`src/rtl/uart_pkg.sv`:
```
`timescale 1ns/1ps
`default_nettype none
// ============================================================================
// Module  : uart_pkg
// Purpose : Shared UART definitions: FSM state encoding, parity modes and the
//           baud divider calculation. Used by both transmitter and receiver.
// Rev     : 1.0  initial release
// ============================================================================
package uart_pkg;

  // Line-side bit phases of a frame
  typedef enum logic [2:0] {
    S_IDLE   = 3'b000,
    S_START  = 3'b001,
    S_DATA   = 3'b010,
    S_PARITY = 3'b011,
    S_STOP   = 3'b100
  } state_t;

  // Parity modes
  localparam int PAR_NONE = 0;
  localparam int PAR_ODD  = 1;
  localparam int PAR_EVEN = 2;

  // Clock cycles per bit, rounded to the nearest integer
  function automatic int calc_div(input int f, input int baud);
    return (f + baud / 2) / baud;
  endfunction

endpackage
`default_nettype wire

```
`src/rtl/uart_baud_gen.sv`:
```
`timescale 1ns/1ps
`default_nettype none
// ============================================================================
// Module  : uart_baud_gen
// Purpose : Free-running 0..DIV-1 counter producing a one-clock tick on the
//           last count. clr restarts the count so bit timing aligns to the
//           moment a frame is accepted.
// Rev     : 1.0  initial release
// ============================================================================
module uart_baud_gen #(
  parameter int DIV = 10
) (
  input  logic clk,
  input  logic rst,
  input  logic clr,
  input  logic en,
  output logic tick
);

  localparam int CNT_W = (DIV > 1) ? $clog2(DIV) : 1;
  localparam logic [CNT_W-1:0] CNT_LAST = CNT_W'(DIV - 1);

  logic [CNT_W-1:0] cnt_q;
  logic [CNT_W-1:0] cnt_d;

  // Next count: clear on request, wrap at DIV-1, hold when disabled
  always_comb begin
    cnt_d = cnt_q;
    if (clr) begin
      cnt_d = '0;
    end else if (en) begin
      if (cnt_q == CNT_LAST) begin
        cnt_d = '0;
      end else begin
        cnt_d = cnt_q + CNT_W'(1);
      end
    end
  end

  // Count register
  always_ff @(posedge clk or posedge rst) begin
    if (rst) begin
      cnt_q <= '0;
    end else begin
      cnt_q <= cnt_d;
    end
  end

  assign tick = en && !clr && (cnt_q == CNT_LAST);

endmodule
`default_nettype wire

```
`src/rtl/uart_tx_param.sv`:
```
`timescale 1ns/1ps
`default_nettype none
// ============================================================================
// Module  : uart_tx_param
// Purpose : Parametrised UART transmitter. Accepts one word per valid/ready
//           handshake and sends start, DATA_BITS data (LSB first), optional
//           parity and STOP_BITS stop bits, each held DIV clocks.
// Rev     : 1.0  initial release
// ============================================================================
module uart_tx_param
  import uart_pkg::*;
#(
  parameter int F         = 50000000,
  parameter int BAUD      = 9600,
  parameter int DATA_BITS = 8,
  parameter int PARITY    = 0,
  parameter int STOP_BITS = 1
) (
  input  logic                 clk,
  input  logic                 rst,
  input  logic [DATA_BITS-1:0] data,
  input  logic                 valid,
  output logic                 ready,
  output logic                 tx,
  output logic                 busy
);

  localparam int DIV   = calc_div(F, BAUD);
  localparam int IDX_W = $clog2(DATA_BITS);
  localparam logic [IDX_W-1:0] IDX_LAST  = IDX_W'(DATA_BITS - 1);
  localparam logic [IDX_W-1:0] STOP_LAST = IDX_W'(STOP_BITS - 1);

  // Elaboration-time parameter sanity
  if (DIV < 2) begin : g_chk_div
    $error("uart_tx_param: F/BAUD must give a divider of at least 2");
  end
  if (DATA_BITS < 5 || DATA_BITS > 9) begin : g_chk_bits
    $error("uart_tx_param: DATA_BITS must be 5..9");
  end
  if (PARITY < 0 || PARITY > 2) begin : g_chk_par
    $error("uart_tx_param: PARITY must be 0, 1 or 2");
  end
  if (STOP_BITS < 1 || STOP_BITS > 2) begin : g_chk_stop
    $error("uart_tx_param: STOP_BITS must be 1 or 2");
  end

  state_t               state_q;
  state_t               state_d;
  logic [IDX_W-1:0]     idx_q;
  logic [IDX_W-1:0]     idx_d;
  logic [DATA_BITS-1:0] shadow_q;
  logic [DATA_BITS-1:0] shadow_d;
  logic                 tx_q;
  logic                 tx_d;
  logic                 tick;
  logic                 accept;
  logic                 par_bit;

  assign ready  = (state_q == S_IDLE);
  assign busy   = !ready;
  assign accept = valid && ready;
  assign tx     = tx_q;

  // Parity always derived from the captured word, never the live input
  assign par_bit = (PARITY == PAR_ODD) ? ~^shadow_q : ^shadow_q;

  uart_baud_gen #(
    .DIV (DIV)
  ) u_baud (
    .clk  (clk),
    .rst  (rst),
    .clr  (accept),
    .en   (busy),
    .tick (tick)
  );

  // Next-state, bit index, shadow capture and next line level
  always_comb begin
    state_d  = state_q;
    idx_d    = idx_q;
    shadow_d = shadow_q;

    case (state_q)
      S_IDLE: begin
        if (valid) begin
          state_d  = S_START;
          shadow_d = data;
          idx_d    = '0;
        end
      end
      S_START: begin
        if (tick) begin
          state_d = S_DATA;
          idx_d   = '0;
        end
      end
      S_DATA: begin
        if (tick) begin
          if (idx_q == IDX_LAST) begin
            idx_d   = '0;
            state_d = (PARITY != PAR_NONE) ? S_PARITY : S_STOP;
          end else begin
            idx_d = idx_q + IDX_W'(1);
          end
        end
      end
      S_PARITY: begin
        if (tick) begin
          state_d = S_STOP;
          idx_d   = '0;
        end
      end
      S_STOP: begin
        // idx counts stop bits here so two stop bits need no extra counter
        if (tick) begin
          if (idx_q == STOP_LAST) begin
            state_d = S_IDLE;
            idx_d   = '0;
          end else begin
            idx_d = idx_q + IDX_W'(1);
          end
        end
      end
      default: begin
        state_d = S_IDLE;
        idx_d   = '0;
      end
    endcase

    // Line level is registered, so derive it from the state being entered
    case (state_d)
      S_START:  tx_d = 1'b0;
      S_DATA:   tx_d = shadow_d[idx_d];
      S_PARITY: tx_d = par_bit;
      default:  tx_d = 1'b1;
    endcase
  end

  // State, index, shadow and line registers; reset forces the line idle-high
  always_ff @(posedge clk or posedge rst) begin
    if (rst) begin
      state_q  <= S_IDLE;
      idx_q    <= '0;
      shadow_q <= '0;
      tx_q     <= 1'b1;
    end else begin
      state_q  <= state_d;
      idx_q    <= idx_d;
      shadow_q <= shadow_d;
      tx_q     <= tx_d;
    end
  end

endmodule
`default_nettype wire

```
`config.mk`:
```
export PLATFORM = sky130hd
export DESIGN_NAME = uart_tx_param
export DESIGN_NICKNAME = d
export VERILOG_FILES = /design/src/rtl/uart_pkg.sv /design/src/rtl/uart_baud_gen.sv /design/src/rtl/uart_tx_param.sv
export SDC_FILE = /design/constraint.sdc
export NUM_CORES = 1
export LEC_CHECK = 0
export CAP_MARGIN = 20
export CORE_ASPECT_RATIO = 0.75
export CORE_MARGIN = 2
export CORE_UTILIZATION = 35
export CTS_CLUSTER_DIAMETER = 40
export DETAILED_ROUTE_END_ITERATION = 8
export GPL_TIMING_DRIVEN = 0
export SLEW_MARGIN = 20
export SYNTH_ARGS = -nofsm -noshare
export SYNTH_HDL_FRONTEND = slang
export SYNTH_SLANG_ARGS = --single-unit
```
`constraint.sdc`:
```
create_clock -name clk -period 3.6 [get_ports clk]
set_input_delay 1.08 -clock clk [delete_from_list [all_inputs] [get_ports clk]]
set_output_delay 1.08 -clock clk [all_outputs]
set_load 0.05 [all_outputs]
```
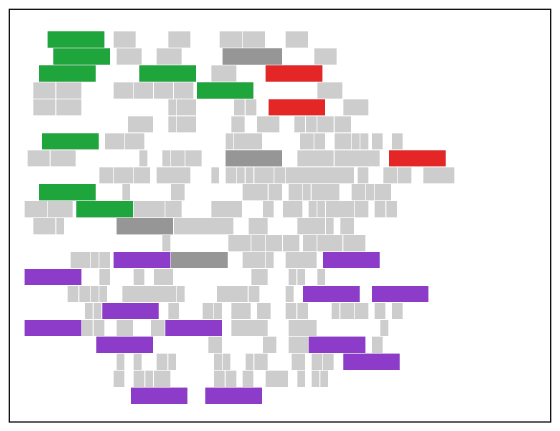
flops_by_reg.png
| color | name in the netlist | flops |
|---|---|---|
| green | shadow_q | 8 |
| purple | u_baud.cnt_q | 13 |
| red | state_q | 3 |
not colored: 4
Finished Core Util: 0.420
Reg area: 702 sq um
Seq. pwr: 0.447 mW
sequential cell area share: 0.341

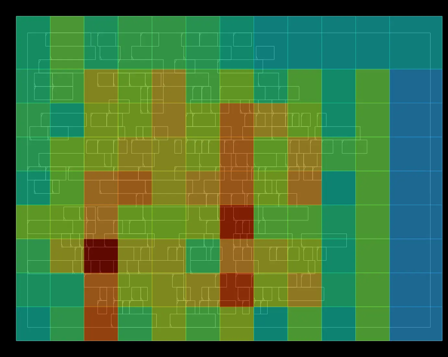
congestion.png
met1 usage: 0.221
WL per Instance: 14.0 microns
met3 GRT Util: 0.0262
GRT Resource Usage Total: 0.140
grt met2 use: 0.195

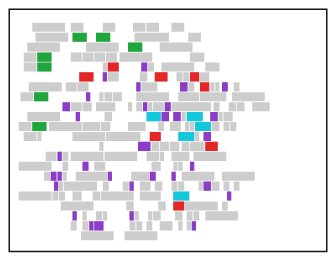
logic_types.png
| color | family | cells | most used |
|---|---|---|---|
| cyan | adder and majority cells | 5 | ha_1 |
| red | AND-OR and OR-AND gates | 8 | o21a_1 |
| purple | NAND gates | 32 | nand2_1 |
| green | multiplexers | 7 | mux2_2 |
logic share of the area: 0.480
Post-Layout Cell Count: 261
most frequent logic cell in the layout: dfrtp_1

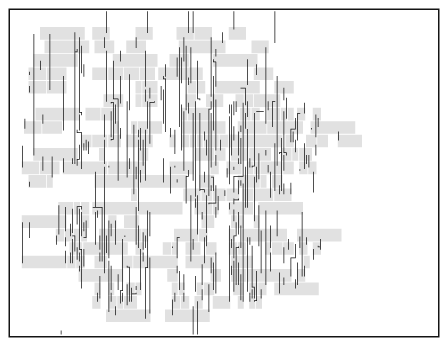
layer_met2.png
nets with wire on the layer: 165
longest straight run: 26.5 microns
main direction: vertical
wire length on this layer: 1510 microns
share of all routed wire: 41%
vias: 1389
drt total wl: 3.66 mm

==> flow_summary.toml <==
# physical design summary
[die]
initCoreUtil = 0.365
io_pins = 14
dieArea_sq_mm = 0.00571
fp.dieH_microns = 65.9

[drt]
met1_length_mm = 1.93
vias_per_cell = 5.32

[critical_path]
path_class = "reg -> out"
regToRegStartpoint = "u_baud.cnt_q[0]"
crit_start = "state_q[2]"
path_max_fanout = 10
ff2ff_setup_slack_ns = 1.15
slowest_stage = "clkdlybuf4s50_1"
end_kind = "output pin"
critPathBufInv = 3

[timing]
rsz0062_at_grt = "no"
max_freq_mhz = 310
finalWorstSetupSlack_ns = 0.376
holdWs_ns = 0.539
setup_viol = 0
maxSlewViolCount = 0

[yosys]
yosysUniqueCellTypes = 54
ys_seq_share = 0.392
avgSynthCellArea_sq_um = 9.68
ff_type = "dfrtp_1"
floorplan.nets = 200
mux_share = 0.0440

[clock_tree]
ctsResizeCount = 0
cts_buffers = 3
cts_htree_levels = 1
postCtsHoldBufs = 0

[global_routing]
grt_start_max_net_pins = 29
grt_pass1_wl_mm = 6.35
grt-busiest-layer = "met1"

[pwr]
p_comb_mw = 0.272
pwr-share-comb = 0.280
finalPower_mw = 0.972
clkPwrFrac = 0.261
seqPwrFrac = 0.460
maxPowerGroup = "registers"
p_leak_nw = 0.833
pwr.group.clock_mw = 0.253
intPower_mw = 0.667
netSwitchingPower_mw = 0.306

[placed_design]
postPlaceCellArea_sq_mm = 0.00199
portBuffers = 12
dp.cells = 257
place_ws_ns = 0.682

[run_status]
status = "completed"

[flow_run]
warning_count = 27

[worst_hold_path]
min_to = "u_baud.cnt_q[6]"

[finish]
num-nonclk-inverters = 12
-- flip-flops by register name (all words and copies together), names as in the netlist --
signal,cells
state_q,3
u_baud.cnt_q,13
shadow_q,8
tx,1
idx_q,3
-- placed cells by master, fill, tap and decap left out, types with 2 or more instances in the layout --
master	instances
dfrtp_1	27
o21ai_0	24
nand2_1	17
clkdlybuf4s50_1	12
nor2_1	11
inv_1	10
and3_1	8
mux2_2	7
nand3_1	6
xnor2_1	6
clkbuf_8	4
xor2_1	4
nand2b_1	4
ha_1	4
nor2b_1	3
a21oi_1	3
nand4_1	3
a211oi_1	3
buf_6	2
and3_2	2
clkbuf_1	2
nor3_1	2
o21a_1	2
o311ai_1	2
Power is estimated from default activity; no workload was simulated.
